--- src/rtl/maze_move_checker_cell_pick.sv ---
// Picks one cell out of a map row and reports whether it is a wall.
// Column 0 lives at the row MSB, so the bit index is ROW_BITS-1-col.
module maze_cell_pick #(
    parameter int COORD_W  = 5,
    parameter int ROW_BITS = 32,
    parameter bit WALL_VAL = 1'b1
) (
    input  logic [ROW_BITS-1:0] i_bits,
    input  logic [COORD_W-1:0]  i_col,
    output logic                o_wall
);

    logic [COORD_W-1:0] w_idx;

    assign w_idx  = COORD_W'(ROW_BITS - 1) - i_col;
    assign o_wall = (i_bits[w_idx] == WALL_VAL);

endmodule

--- config.mk ---
export PLATFORM = sky130hd
export DESIGN_NAME = maze_cell_pick
export DESIGN_NICKNAME = d
export VERILOG_FILES = /design/src/rtl/maze_move_checker_cell_pick.sv
export SDC_FILE = /design/constraint.sdc
export NUM_CORES = 1
export LEC_CHECK = 0
export CAP_MARGIN = 20
export CORE_AREA = 2 2 39 41
export DETAILED_ROUTE_END_ITERATION = 12
export DIE_AREA = 0 0 41 43
export PLACE_DENSITY = 0.8
export SYNTH_ARGS = -nofsm -noshare
export SYNTH_HDL_FRONTEND = slang
export SYNTH_SLANG_ARGS = --single-unit
export TNS_END_PERCENT = 30
--- constraint.sdc ---
create_clock -name vclk -period 1.86
set_clock_uncertainty 0.05 [all_clocks]
set_input_delay 0.186 -clock vclk [all_inputs]
set_output_delay 0.186 -clock vclk [all_outputs]
set_load 0.01 [all_outputs]
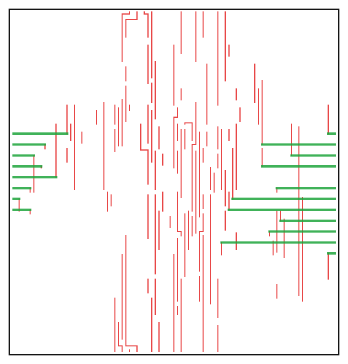
metal_stack.png
Drawn at 8 px/µm. Only two layers are drawn.
Key: met3 = green [wire length 114 µm]; met2 = red [wire length 561 µm]

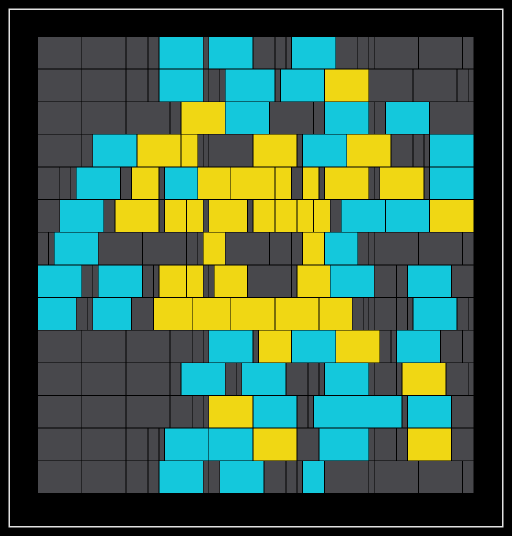
cell_classes.png
Drawn at 12 px/µm. Fill, decap, tap and diode cells in grey.
Key: all other logic = yellow [cells 39]; other buffers and delay cells = cyan [cells 42]

==> results.yml <==
# flow metrics
route:
  wirelength_mm: 1.038
  drt_pass1_iterations: 2
  drt.antenna.violating_nets: 0
critical_path:
  timing.critical_path.to_type: "primary output"
  cp_data_arrival_time_ns: 1.50
  criticalPathCategory: "primary input to primary output"
layout:
  area.growth.synth_to_final_pct: 126.9
  register_area_um2: 0
  diodes: 0
  layout.nets: 120
  flops: 0
  drive_gt1_frac: 0.09877
synth:
  synth_area_um2: 325.3
  multiplexer_area_fraction_after_synthesis: 0.4923
  post_synth_xor_area_fraction: 0
  avgSynthCellArea_um2: 7.934
  synth.yosys.seq_area_share: 0
  post_synth_main_logic_family: "multiplexers"
  yosysWarningCount: 0
  yosys-stat-cells: 41
flow_run:
  log.warning_count: 33
  max_cap_violations: 0
grt:
  first_global_vias: 463
  grt_max_degree: 11
  globalRouteTotalUtil: 0.1279
die:
  core_area_um2: 1384
  top_level_ports: 38
  die_width_um: 41
final_timing:
  fmax_ghz: 0.5754
  setup-violations-final: 0
  tightest_slew_ns: 0.2722
outcome:
  outcome: "finished clean"
pwr:
  p_leak_nw: 0.3209
  fin_total_pwr_mw: 0.1524
worst_hold_path:
  min_delay_path_depth: 6
  min-delay-path-class: "primary input to primary output"
place:
  port_buffer_count: 38
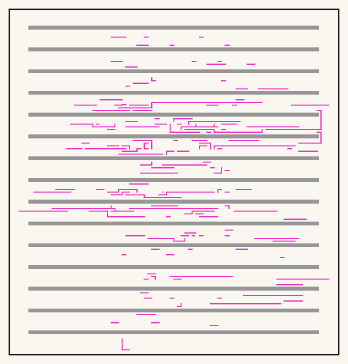
met1.png
Drawn at 8 px/µm. Supply wires on this layer in grey.
The layer carries 363 µm of wire. The layer holds 35% of the routed length. 98 nets have wire on it. The wires run mostly horizontal.

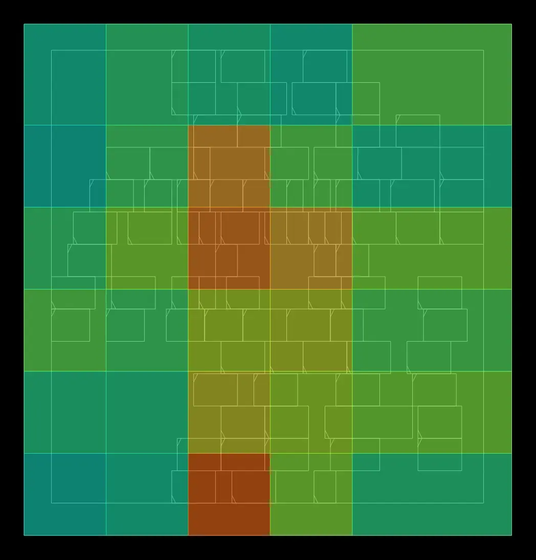
final_congestion.png
global routing usage on met3: 0.01571
met1 capacity usage during global routing: 0.1171
average wire length per cell after detail routing: 10.70 µm
end-of-flow core utilization: 0.5335
most utilized layer in the global route result: met2

==> stage by stage <==
step	hold slack [ns]	utilization	cells	cell area (µm²)	worst slack, ns
2_1_floorplan	0.6128	-	41	325.3	0.5140
3_3_place_gp	1.586	0.5271	96	729.5	-0.4756
5_1_grt	1.158	0.5335	97	738.2	0.03552
3_5_place_dp	1.572	0.5271	96	729.5	-0.5012
6_report	1.092	0.5335	97	738.2	0.1221
4_1_cts	1.095	0.5362	97	742.0	0.01581
==> cells by family (layout without fill, tap and decap cells) <==
kind of cell           after synthesis  after routing
muxes                               16             16
AOI/OAI and AO/OA                    9              9
buffers and inverters                2             42
and+or+nand+nor                     14             14
==> cell type report <==
class | instances | area [µm²]
fillers | 139 | 645.6
repair buffers | 42 | 420.4
multi-input cells | 39 | 297.8
well taps | 16 | 20.02
==> where the power goes <==
group          internal, mW  switching [mW]  total (mW)
logic                 0.107          0.0450       0.152
registers                 0               0           0
clock network             0               0           0
==> path summary, 6_finish.rpt <==
kind / start / to / slack [ns]
max: i_bits[8] / o_wall / 0.12
min: i_col[1] / o_wall / 1.09
==> per-layer routing <==
metal  share of wire  vias to the layer above
met5               0                        -
met2            0.54                       19
met1            0.35                      204
li1                -                      237
met4               0                        0
met3            0.11                        0
==> worst max-delay path, cell delays in order <==
cell and delay (ns):
clkdlybuf4s50_1 0.40, mux2i_1 0.14, a22oi_1 0.08, nand4b_1 0.10
a21oi_1 0.04, a311o_1 0.32, clkdlybuf4s15_2 0.22
==> Yosys cell counts <==
master	instances	area (µm²)
a211oi_1	1	7.510
a21oi_1	3	15.01
a22oi_1	4	30.03
a311o_1	1	10.01
and2_1	1	6.260
and2b_1	1	7.510
buf_12	1	20.02
buf_6	1	11.26
mux2i_1	16	160.2
nand2_1	6	22.52
nand2b_1	1	6.260
nand3_1	2	10.01
nand4b_1	1	8.760
nor2_1	1	3.750
nor2b_1	1	6.260
==> what timing repair did <==
item | 4_1_cts | 5_1_grt
buffers inserted | 1 | 0
endpoints found under the hold margin | 0 | 0
setup endpoints to repair | 1 | 1
gates resized | 9 | 2
Power figures rest on the tool's default switching activity, not on a simulated workload.
